==> src/rtl/dft_pkg.sv <==
// Shared types and constants for the scan-test sequencer.
//   scan_state_t : sequencer states, one pass per test pattern
//   FAIL_CNT_W   : width of the saturating fail counter
package dft_pkg;

  typedef enum logic [2:0] {
    IDLE,
    SHIFT_IN,
    CAPTURE,
    SHIFT_OUT,
    COMPARE
  } scan_state_t;

  localparam int unsigned FAIL_CNT_W = 16;

endpackage

==> src/rtl/scan_chain.sv <==
// Scan-chain register driving the core's pseudo-primary inputs.
// Shifts towards the MSB, with scan_in entering at bit 0 and scan_out taken
// from the MSB. A parallel load captures the core's PPOs.
// Ports:
//   clk, rst_n  : clock, asynchronous active-low reset
//   shift_en    : shift one position (scan_in -> bit 0)
//   capture_en  : parallel load from par_in
//   scan_in     : serial input
//   par_in      : parallel capture data (core PPOs)
//   par_out     : chain contents (core PPIs)
//   scan_out    : serial output (chain MSB)
module scan_chain #(
  parameter int unsigned CHAIN_LEN = 2
) (
  input  logic                 clk,
  input  logic                 rst_n,
  input  logic                 shift_en,
  input  logic                 capture_en,
  input  logic                 scan_in,
  input  logic [CHAIN_LEN-1:0] par_in,
  output logic [CHAIN_LEN-1:0] par_out,
  output logic                 scan_out
);

  logic [CHAIN_LEN-1:0] r_chain;

  always_ff @(posedge clk or negedge rst_n) begin
    if (!rst_n) begin
      r_chain <= '0;
    end else if (capture_en) begin
      r_chain <= par_in;
    end else if (shift_en) begin
      // Size cast keeps this valid for a single-cell chain as well.
      r_chain <= (r_chain << 1) | CHAIN_LEN'(scan_in);
    end
  end

  assign par_out  = r_chain;
  assign scan_out = r_chain[CHAIN_LEN-1];

endmodule

==> src/rtl/scan_test_ctrl.sv <==
// Scan-test sequencer: for each accepted pattern it shifts the pattern into
// the scan chain (MSB first), applies the primary inputs for one functional
// capture cycle, shifts the captured PPOs out, compares them (and the
// captured POs) against the expected values and counts failing patterns.
// Ports:
//   clk, rst_n        : clock, asynchronous active-low reset
//   start             : pattern request, accepted only in IDLE
//   pattern, pi_value : scan-in value / primary inputs, sampled with start
//   exp_ppo, exp_po   : expected capture response, sampled with start
//   clr_count         : synchronous clear of fail_count (wins over increment)
//   ppi, pi           : drive the core under test
//   ppo, po           : core responses
//   scan_en, busy     : status
//   done, pass        : one-cycle result strobe; pass held until next done
//   response          : unloaded PPO response, valid with done
//   fail_count        : saturating count of failing patterns
module scan_test_ctrl
  import dft_pkg::*;
#(
  parameter int unsigned CHAIN_LEN = 2,
  parameter int unsigned PI_W      = 1,
  parameter int unsigned PO_W      = 1
) (
  input  logic                  clk,
  input  logic                  rst_n,
  input  logic                  start,
  input  logic [CHAIN_LEN-1:0]  pattern,
  input  logic [PI_W-1:0]       pi_value,
  input  logic [CHAIN_LEN-1:0]  exp_ppo,
  input  logic [PO_W-1:0]       exp_po,
  input  logic                  clr_count,
  output logic [CHAIN_LEN-1:0]  ppi,
  output logic [PI_W-1:0]       pi,
  input  logic [CHAIN_LEN-1:0]  ppo,
  input  logic [PO_W-1:0]       po,
  output logic                  scan_en,
  output logic                  busy,
  output logic                  done,
  output logic                  pass,
  output logic [CHAIN_LEN-1:0]  response,
  output logic [FAIL_CNT_W-1:0] fail_count
);

  localparam int unsigned CW = $clog2(CHAIN_LEN + 1);

  scan_state_t r_state, w_state_next;

  logic [CW-1:0]         r_cnt;
  logic [CHAIN_LEN-1:0]  r_pattern_q;
  logic [PI_W-1:0]       r_pi_q;
  logic [CHAIN_LEN-1:0]  r_exp_ppo_q;
  logic [PO_W-1:0]       r_exp_po_q;
  logic [PO_W-1:0]       r_po_q;
  logic [CHAIN_LEN-1:0]  r_resp_sr;
  logic [CHAIN_LEN-1:0]  r_response;
  logic                  r_pass;
  logic [FAIL_CNT_W-1:0] r_fail_cnt;

  logic                  w_cnt_last;
  logic                  w_accept;
  logic                  w_scan_en;
  logic                  w_capture_en;
  logic                  w_scan_in;
  logic                  w_scan_out;
  logic [CHAIN_LEN-1:0]  w_chain;
  logic                  w_pass;

  assign w_cnt_last = (r_cnt == CW'(CHAIN_LEN - 1));
  assign w_accept   = (r_state == IDLE) && start;

  always_ff @(posedge clk or negedge rst_n) begin
    if (!rst_n) r_state <= IDLE;
    else        r_state <= w_state_next;
  end

  always_comb begin
    w_state_next = r_state;
    w_scan_en    = 1'b0;
    w_capture_en = 1'b0;
    unique case (r_state)
      IDLE:      if (start) w_state_next = SHIFT_IN;
      SHIFT_IN: begin
        w_scan_en = 1'b1;
        if (w_cnt_last) w_state_next = CAPTURE;
      end
      CAPTURE: begin
        w_capture_en = 1'b1;
        w_state_next = SHIFT_OUT;
      end
      SHIFT_OUT: begin
        w_scan_en = 1'b1;
        if (w_cnt_last) w_state_next = COMPARE;
      end
      COMPARE:   w_state_next = IDLE;
      default:   w_state_next = IDLE;
    endcase
  end

  // Serial input selects pattern_q[N-1-cnt]; the chain fills with 0 on unload.
  always_comb begin
    w_scan_in = 1'b0;
    if (r_state == SHIFT_IN) begin
      for (int unsigned i = 0; i < CHAIN_LEN; i++) begin
        if (CW'(CHAIN_LEN - 1 - i) == r_cnt) w_scan_in = r_pattern_q[i];
      end
    end
  end

  always_ff @(posedge clk or negedge rst_n) begin
    if (!rst_n)                       r_cnt <= '0;
    else if (w_state_next != r_state) r_cnt <= '0;
    else if (w_scan_en)               r_cnt <= r_cnt + CW'(1);
  end

  always_ff @(posedge clk or negedge rst_n) begin
    if (!rst_n) begin
      r_pattern_q <= '0;
      r_pi_q      <= '0;
      r_exp_ppo_q <= '0;
      r_exp_po_q  <= '0;
    end else if (w_accept) begin
      r_pattern_q <= pattern;
      r_pi_q      <= pi_value;
      r_exp_ppo_q <= exp_ppo;
      r_exp_po_q  <= exp_po;
    end
  end

  scan_chain #(.CHAIN_LEN(CHAIN_LEN)) u_chain (
    .clk       (clk),
    .rst_n     (rst_n),
    .shift_en  (w_scan_en),
    .capture_en(w_capture_en),
    .scan_in   (w_scan_in),
    .par_in    (ppo),
    .par_out   (w_chain),
    .scan_out  (w_scan_out)
  );

  always_ff @(posedge clk or negedge rst_n) begin
    if (!rst_n) begin
      r_po_q    <= '0;
      r_resp_sr <= '0;
    end else begin
      if (w_capture_en) r_po_q <= po;
      if (r_state == SHIFT_OUT)
        r_resp_sr <= (r_resp_sr << 1) | CHAIN_LEN'(w_scan_out);
    end
  end

  assign w_pass = (r_resp_sr == r_exp_ppo_q) && (r_po_q == r_exp_po_q);

  always_ff @(posedge clk or negedge rst_n) begin
    if (!rst_n) begin
      r_response <= '0;
      r_pass     <= 1'b0;
    end else if (r_state == COMPARE) begin
      r_response <= r_resp_sr;
      r_pass     <= w_pass;
    end
  end

  always_ff @(posedge clk or negedge rst_n) begin
    if (!rst_n)
      r_fail_cnt <= '0;
    else if (clr_count)
      r_fail_cnt <= '0;
    else if ((r_state == COMPARE) && !w_pass && (r_fail_cnt != '1))
      r_fail_cnt <= r_fail_cnt + FAIL_CNT_W'(1);
  end

  // During COMPARE the live result is presented so it is valid with done;
  // the registered copies hold it until the next COMPARE.
  assign pass       = (r_state == COMPARE) ? w_pass    : r_pass;
  assign response   = (r_state == COMPARE) ? r_resp_sr : r_response;
  assign done       = (r_state == COMPARE);
  assign busy       = (r_state != IDLE);
  assign scan_en    = w_scan_en;
  assign ppi        = w_chain;
  assign pi         = r_pi_q;
  assign fail_count = r_fail_cnt;

endmodule

==> config.mk <==
export PLATFORM = sky130hd
export DESIGN_NAME = scan_test_ctrl
export DESIGN_NICKNAME = d
export VERILOG_FILES = /design/src/rtl/dft_pkg.sv /design/src/rtl/scan_chain.sv /design/src/rtl/scan_test_ctrl.sv
export SDC_FILE = /design/constraint.sdc
export NUM_CORES = 1
export LEC_CHECK = 0
export ABC_AREA = 1
export CAP_MARGIN = 30
export CORE_MARGIN = 2
export CORE_UTILIZATION = 55
export DETAILED_ROUTE_END_ITERATION = 12
export PLACE_DENSITY = 0.9
export SYNTH_ARGS = -nofsm -noshare
export SYNTH_HDL_FRONTEND = slang
export SYNTH_SLANG_ARGS = --single-unit
==> constraint.sdc <==
create_clock -name clk -period 5.25 [get_ports clk]
set_clock_uncertainty 0.2 [all_clocks]
set_input_delay 0.525 -clock clk [delete_from_list [all_inputs] [get_ports clk]]
set_output_delay 0.525 -clock clk [all_outputs]
set_load 0.02 [all_outputs]
**Run 1: metal 2**

Scale: 6 px per um.
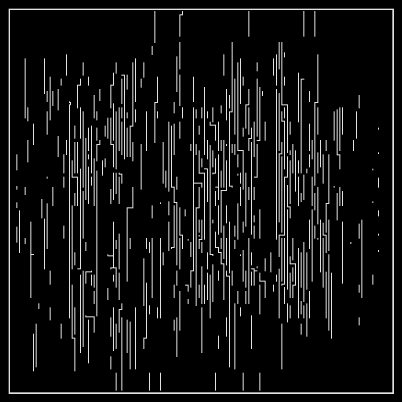
share of all routed wire = 48%
longest straight run = 35.5 um
wire length on this layer = 1960 um
vias: 1792
routed wire length: 4120 um
met2 usage in global routing: 0.366

**Run 1: routing congestion map**

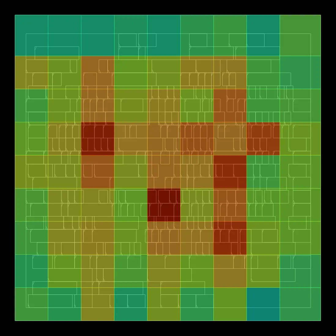
met1 Use GR: 0.286
gr usage total: 0.224

**Run 1: zoomed window**

Region (19, 19) to (44, 44) um. Cells in gray, sequential cells in the stronger gray; small squares are vias.
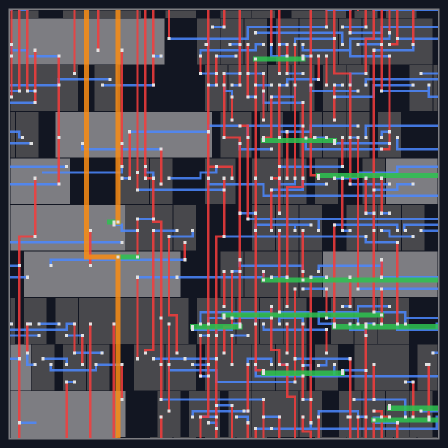
met1 -> blue
met3 -> green
met2 -> red
met4 -> orange
netlist names of flops here include = `fail_count` (3)
cells with their middle in the window = 77
sequential cells in the window = 6
most frequent = nand2_1 (25), nor2_1 (14)

**Run 1: cells by drive strength**

Scale: 8 px per um.
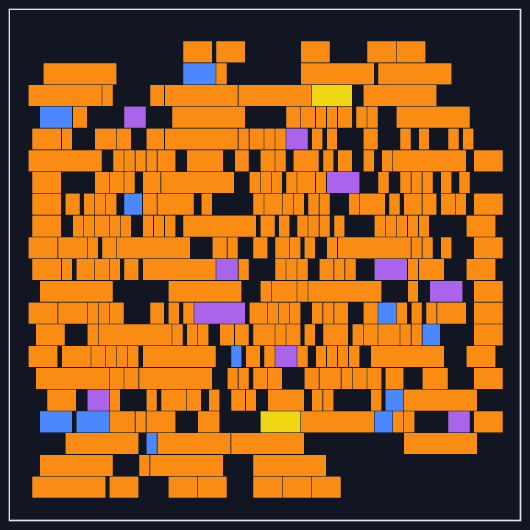
drive 1 or less -> orange  # cells 271, share 92%, most used nand2_1
drive 2 -> blue  # cells 11, share 3.7%
drive 6 and up -> yellow  # cells 2, share 0.68%, most used clkbuf_8
drive 3 to 4 -> purple  # cells 10, share 3.4%, most used clkbuf_4

==> results.toml, run 1 <==
# flow metrics
[hold_path]
worstHoldStart = "r_pass"
min_path_cells = 1
hold_end = "r_pass"

[final_timing]
finalHoldViolCount = 0
finalSetupTns_ns = 0
worst_pin_slew_ns = 0.672
min_period_ns = 2.77
holdWs_ns = 0.301
max_freq_ghz = 0.361
setup_viol = 0
setup_ws_ns = 2.48
slew-limit-headroom = 0.552
rsz0062_at_grt = "no"
maxSlewViolCount = 0

[worst_setup_path]
r2r-end = "fail_count[7]"
cp.arrival_ns = 2.05
r2r_setup_slack_ns = 3.21
crit_path_end = "response[0]"
cpPeakStageDelay_ns = 0.66
startpoint = "r_state[1]"
reg2reg_depth = 10
r2r-start = "fail_count[0]"
worst-path-buf-inv = 1
path_cells = "nor2_2 > nand2_1 > o21ai_0 > clkdlybuf4s50_1"
start_kind = "register"
worst-path-stages = 4
crit_family = "buffers and inverters"
crit_required_ns = 4.53
cp_max_fo = 5

[synthesis]
top_cells_by_count = "73 x nand2_1, 35 x dfrtp_1, 35 x nor2_1, 31 x nand3_1, 20 x inv_1"
syn_area_sq_mm = 0.00196
syn_inst = 254
synth_cell_types = 28
ys_ff = 35
synthDominantCellAreaShare = 0.446
ys_top_logic_family = "simple AND/OR/NAND/NOR gates"
ys_sh_adder = 0.0191
area_leaders = "dfrtp_1 45%, nand2_1 14%, nand3_1 7.9%"
ys_warn_count = 0
synth_area_per_cell_sq_um = 7.72
xor_share = 0.0357
async_flop_share = 1.00
mux_share = 0.0230
yosysTopAreaCell = "dfrtp_1"
synth.cellmix.compoundShare = 0.0517
edf_count = 0
yosys_area_sq_mm = 0.00196
ys_seq_frac = 0.446

[floorplan]
die_w_um = 63.7
design.core.area_sq_mm = 0.00339
die_y_um = 63.7
rows = 21

[clock_network]
cts_tree = "yes"
clkTransAtPathRegs_ns = 0.10
cts-resized-gates = 0
cts_htree_levels = 2
ctsLongestPathBuffers = 2
holdBufCountCts = 0
clock-sinks = 35
post_cts_buffers = 0
cts-root-buf = "clkbuf_4"
numCtsBuffers = 5

[place]
hpwl_um = 2960
port_buffers = 37
place_ws_ns = 2.81
place_area_sq_mm = 0.00235

[final_layout]
syn2layout_area_growth_pct = 23.5
antenna_cells = 0
fin_util = 0.715
nets = 309
stdcell_area_sq_mm = 0.00242
drive_gt1_frac = 0.0782

[power]
leakagePower_uw = 0.00109
ir_drop_mv = 0.279

[grt]
grt_pass1_wl_um = 7190
grt_use_met3 = 0.0536
top_usage_layer = "met2"
antenna_found_initial = 0

[detailed_routing]
wl_met1_um = 1880
wl_per_cell_um = 12.1
dr.pass1.iters = 5
drt_iter0_drc = 136
dr.max_layer_used = "met4"
drc = 0
routed-wl-met3_um = 237
wl_met2_um = 1960

[job]
warning_count = 27

[run_status]
status = "completed"
-- run 1: layout make-up --
class,count,area (sq um)
well taps,46,57.6
repair buffers,38,378
inverters,22,82.6
flip-flops and latches,35,876
multi-input cells,191,960
fillers,280,967
clock buffers,8,68.8
-- run 1: power breakdown --
part | switching, uW | internal, uW | total (uW)
Sequential | 43.6 | 338 | 382
Combinational | 192 | 147 | 340
Clock | 89.3 | 78.8 | 168
-- run 1: layout by cell type (no fill, tap or decap), types with 2 or more instances in the layout --
cell and n:
nand2_1 73, clkdlybuf4s50_1 37, nor2_1 35, dfrtp_1 35
nand3_1 31, inv_1 20, o21ai_0 8, nand4_1 8
xor2_1 6, a21oi_1 5, clkbuf_4 5, mux2_2 4
nand2_2 4, ha_1 3, inv_2 2, xnor2_1 2
nor2_4 2, o21bai_1 2, clkbuf_8 2
==> inputs of run 2 (changes only) <==
--- a/config.mk
+++ b/config.mk
@@ -8,9 +8,9 @@
 export ABC_AREA = 1
 export CAP_MARGIN = 30
 export CORE_MARGIN = 2
-export CORE_UTILIZATION = 55
+export CORE_UTILIZATION = 51
 export DETAILED_ROUTE_END_ITERATION = 12
-export PLACE_DENSITY = 0.9
+export PLACE_DENSITY = 0.85
 export SYNTH_ARGS = -nofsm -noshare
 export SYNTH_HDL_FRONTEND = slang
 export SYNTH_SLANG_ARGS = --single-unit
==> constraint.sdc (replaced) <==
create_clock -name clk -period 2.9 [get_ports clk]
set_clock_uncertainty 0.2 [all_clocks]
set_input_delay 0.29 -clock clk [delete_from_list [all_inputs] [get_ports clk]]
set_output_delay 0.29 -clock clk [all_outputs]
set_load 0.02 [all_outputs]
==> run 2 against run 1 <==
Effect of this change:
- worst setup slack worse by 2.0 ns
- core utilization decreased by 4.5 points
- combinational power increased by 83%
- worst hold slack worse by 0.095 ns
- largest power group unchanged
- area after synthesis stayed put
- cell count up 1.2%
- die area rose by 7.3%
- synthesized cell count stayed put
- via count rose by 1.5%
- sequential power increased by 81%
- highest routed layer unchanged
==> results.toml, run 2 <==
# flow metrics
[clock_network]
post_cts_buffers = 0
ctsLongestPathBuffers = 2
cts-root-buf = "clkbuf_8"
clock-sinks = 35
cts_tree = "yes"
holdBufCountCts = 0

[detailed_routing]
wl_met1_um = 1820
dr.pass1.iters = 4
dr.max_layer_used = "met4"
routed-wl-met3_um = 274
wl_per_cell_um = 12.8
drc = 0

[final_timing]
setup_viol = 0
maxSlewViolCount = 0
finalSetupTns_ns = 0
max_freq_ghz = 0.411
slew-limit-headroom = 0.701

[worst_setup_path]
r2r-end = "fail_count[12]"
r2r_setup_slack_ns = 0.91

[final_layout]
sh_comb_area = 0.388
final.signal_inverter_count = 22
drive_gt1_frac = 0.0845
antenna_cells = 0
layout_top_cells = "73 x nand2_1, 37 x clkdlybuf4s50_1, 35 x nor2_1, 35 x dfrtp_1, 31 x nand3_1"
comb.multi_input.count = 191
buffer_area_frac = 0.159
nets = 311
nFillCells = 311
seqCellArea_sq_um = 876
sh_seq_area = 0.354
clockNetworkAreaShare = 0.0405

[place]
place_area_sq_mm = 0.00237
port_buffers = 37

[grt]
grt_pass1_wl_um = 7530
top_usage_layer = "met2"
antenna_found_initial = 0

[floorplan]
design.core.area_sq_mm = 0.00369
rows = 22

[power]
power_leader = "registers"
seq_cell_power_uw = 693
ir_drop_mv = 0.587
leakagePower_uw = 0.00111
internal_power_uw = 1100

[synthesis]
syn_area_sq_mm = 0.00196
async_flop_share = 1.00
synth.cellmix.compoundShare = 0.0517
ys_ff = 35
ys_sh_adder = 0.0191
area_leaders = "dfrtp_1 45%, nand2_1 14%, nand3_1 7.9%"

[run_status]
status = "completed"
-- run 2: metrics by stage --
step / hold slack (ns) / worst slack [ns] / total power (uW)
final: 0.207 / 0.468 / 1710
after floorplan: -0.206 / 1.04 / 1100
after detailed placement: 0.300 / 0.765 / 1330
after global placement: 0.271 / 0.814 / 1300
after global routing: 0.263 / 0.320 / 1830
after CTS: 0.229 / 0.441 / 1720
-- run 2: how the worst max path moves through the flow --
stage                  startpoint        endpoint  slack [ns]  cells past startpoint
floorplan           fail_count[0]  fail_count[10]        1.04                     11
global placement       r_state[1]     response[0]        0.81                      4
detailed placement     r_state[1]            pass        0.76                      5
CTS                    r_state[1]            pass        0.44                      5
global route           r_state[1]     response[0]        0.32                      4
finish                 r_state[1]            pass        0.47                      6
**Run 2: cells by drive strength**

Scale: 8 px per um.
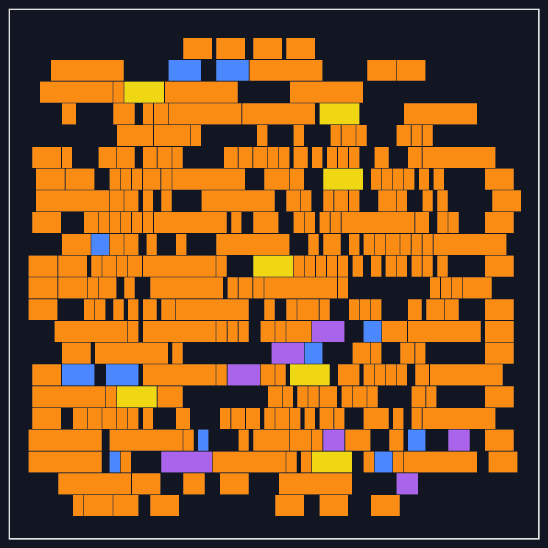
drive 1 or less -> orange  # cells 271, share 92%, most used nand2_1
drive 6 and up -> yellow  # cells 7, share 2.4%, most used clkbuf_8
drive 2 -> blue  # cells 11, share 3.7%
drive 3 to 4 -> purple  # cells 7, share 2.4%, most used buf_4
setup ws final: 0.468 ns
Layout area overhead: 26.0%
Non-CTS buffers: 40

**Run 2: metal 2**

Scale: 6 px per um.
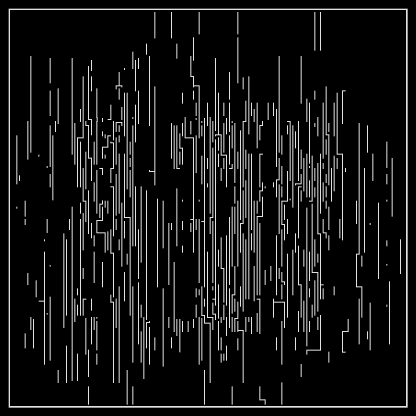
share of all routed wire = 51%
longest straight run = 28.9 um
main direction = vertical
wire length on this layer = 2230 um
nets with wire on the layer = 251

==> inputs of run 3 (changes only) <==
--- a/config.mk
+++ b/config.mk
@@ -8,9 +8,9 @@
 export ABC_AREA = 1
 export CAP_MARGIN = 30
 export CORE_MARGIN = 2
-export CORE_UTILIZATION = 51
+export CORE_UTILIZATION = 46
 export DETAILED_ROUTE_END_ITERATION = 12
-export PLACE_DENSITY = 0.85
+export PLACE_DENSITY = 0.81
 export SYNTH_ARGS = -nofsm -noshare
 export SYNTH_HDL_FRONTEND = slang
 export SYNTH_SLANG_ARGS = --single-unit
==> constraint.sdc (replaced) <==
create_clock -name clk -period 2 [get_ports clk]
set_clock_uncertainty 0.2 [all_clocks]
set_input_delay 0.2 -clock clk [delete_from_list [all_inputs] [get_ports clk]]
set_output_delay 0.2 -clock clk [all_outputs]
set_load 0.02 [all_outputs]
==> run 3 against run 2 <==
Effect of this change:
- sequential power rose by 42%
- sequential cell count did not move
- worst setup slack got worse by 0.37 ns
- combinational power rose by 59%
- sequential share of layout area fell by 1.8 points
- cell count rose by 4.4%
- critical endpoint is now response[0]
- power rose by 61%
- final area rose by 5.3%
- non-clock buffer count rose by 13
==> results.toml, run 3 <==
# flow metrics
[final_layout]
finalNonFillerCells = 359
layout_top_cells = "72 x nand2_1, 35 x nor2_1, 35 x dfrtp_1, 31 x nand3_1, 31 x clkdlybuf4s50_1"
antenna_cells = 0
nFillCells = 358
nets = 324
syn2layout_area_growth_pct = 32.7
drive_gt1_frac = 0.133

[grt]
grtUsageTotal = 0.203
grt_pass1_wl_um = 7910
globalRouteOverflowTotal = 0
top_usage_layer = "met2"
antenna_found_initial = 0

[synthesis]
edf_count = 0
synth_top_cell_by_count = "nand2_1"
area_leaders = "dfrtp_1 45%, nand2_1 14%, nand3_1 7.9%"
synth.cellmix.compoundShare = 0.0517
syn_area_sq_mm = 0.00196
ys_sh_adder = 0.0191
ys_warn_count = 0
async_flop_share = 1.00
ys_cells = 254
yosysTopAreaCell = "dfrtp_1"
ys_ff = 35
synth_cell_types = 28

[detailed_routing]
wl_met2_um = 2240
routed-wl-met3_um = 264
wl_per_cell_um = 12.5
dr.pass1.iters = 4
wl_met1_um = 1910
drc = 0
dr.max_layer_used = "met4"

[final_timing]
holdWs_ns = 0.124
finalHoldViolCount = 0
slew-limit-headroom = 0.702
setup_viol = 0
maxSlewViolCount = 0
setup_ws_ns = 0.103
max_freq_ghz = 0.527
finalSetupTns_ns = 0

[floorplan]
die_y_um = 69.3
design.core.area_sq_mm = 0.00406
die_w_um = 69.3
rows = 23
initCoreUtil = 0.484

[clock_network]
clock-sinks = 35
cts_tree = "yes"
clock_latency_ns = 0.29
post_cts_buffers = 0
holdBufCountCts = 0
clkTransAtPathRegs_ns = 0.08
cts-root-buf = "clkbuf_8"
ctsLongestPathBuffers = 2

[place]
place_ws_ns = 0.101
place_area_sq_mm = 0.00247
port_buffers = 37

[power]
ir_drop_mv = 0.698
power_leader = "combinational cells"
seq_cell_power_uw = 983
leakagePower_uw = 0.00120
internal_power_uw = 1820
p_total_uw = 2750
netSwitchingFraction = 0.337

[job]
warning_count = 27

[run_status]
status = "completed"

[worst_setup_path]
r2r_setup_slack_ns = 0.12
startpoint = "r_state[1]"
r2r-end = "fail_count[9]"
crit_type = "register to primary output"
crit_path_end = "response[0]"
## run 3: cell counts after synthesis
Identical to the previous run, type by type.
## run 3: cells by family after synthesis
logic type / after synthesis
AOI/OAI and AO/OA: 18
xor gates and xnor gates: 8
adders and majority gates: 3
buffers and inverters: 28
DFF: 35
muxes: 4
and+or+nand+nor: 158
## run 3: area by class of cell
class                           instances  area [sq um]  share of cell area
Inverter                               22          82.6              0.0317
Clock inverter                          3          67.6              0.0260
Tap cell                               50          62.6              0.0240
Timing Repair Buffer                   53           483               0.186
Clock buffer                            5          68.8              0.0264
Sequential cell                        35           876               0.337
Multi-Input combinational cell        191           962               0.370
## run 3: critical path, cell delays in order (launching register included)
cell and delay, ns:
dfrtp_1 0.39, nor2_2 0.14, nand2_2 0.10, o21ai_0 0.22, dlygate4sd2_1 0.36
**Run 3: metal 2**

Scale: 6 px per um.
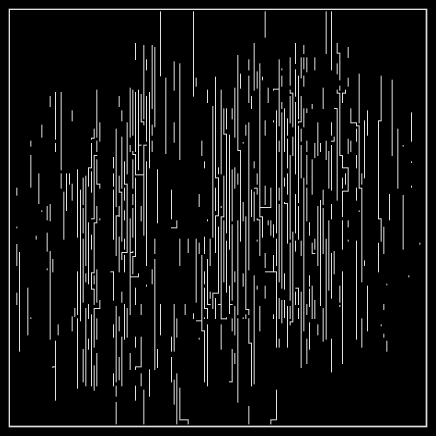
wire length on this layer = 2240 um
nets with wire on the layer = 246
main direction = vertical
longest straight run = 29.2 um
share of all routed wire = 50%
routed wire length: 4490 um
vias: 1829
met2 usage in global routing: 0.349

**Run 3: zoomed window**

Region (22, 22) to (47, 47) um. Cells in gray, sequential cells in the stronger gray; small squares are vias.
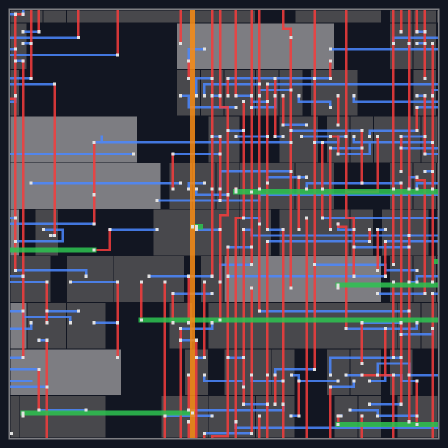
met3 -> green
met2 -> red
met1 -> blue
met4 -> orange
most frequent = nand2_1 (16), nor2_1 (11)
cells with their middle in the window = 58
sequential cells in the window = 5
netlist names of flops here include = `fail_count` (3)

Power is estimated from default activity; no workload was simulated.
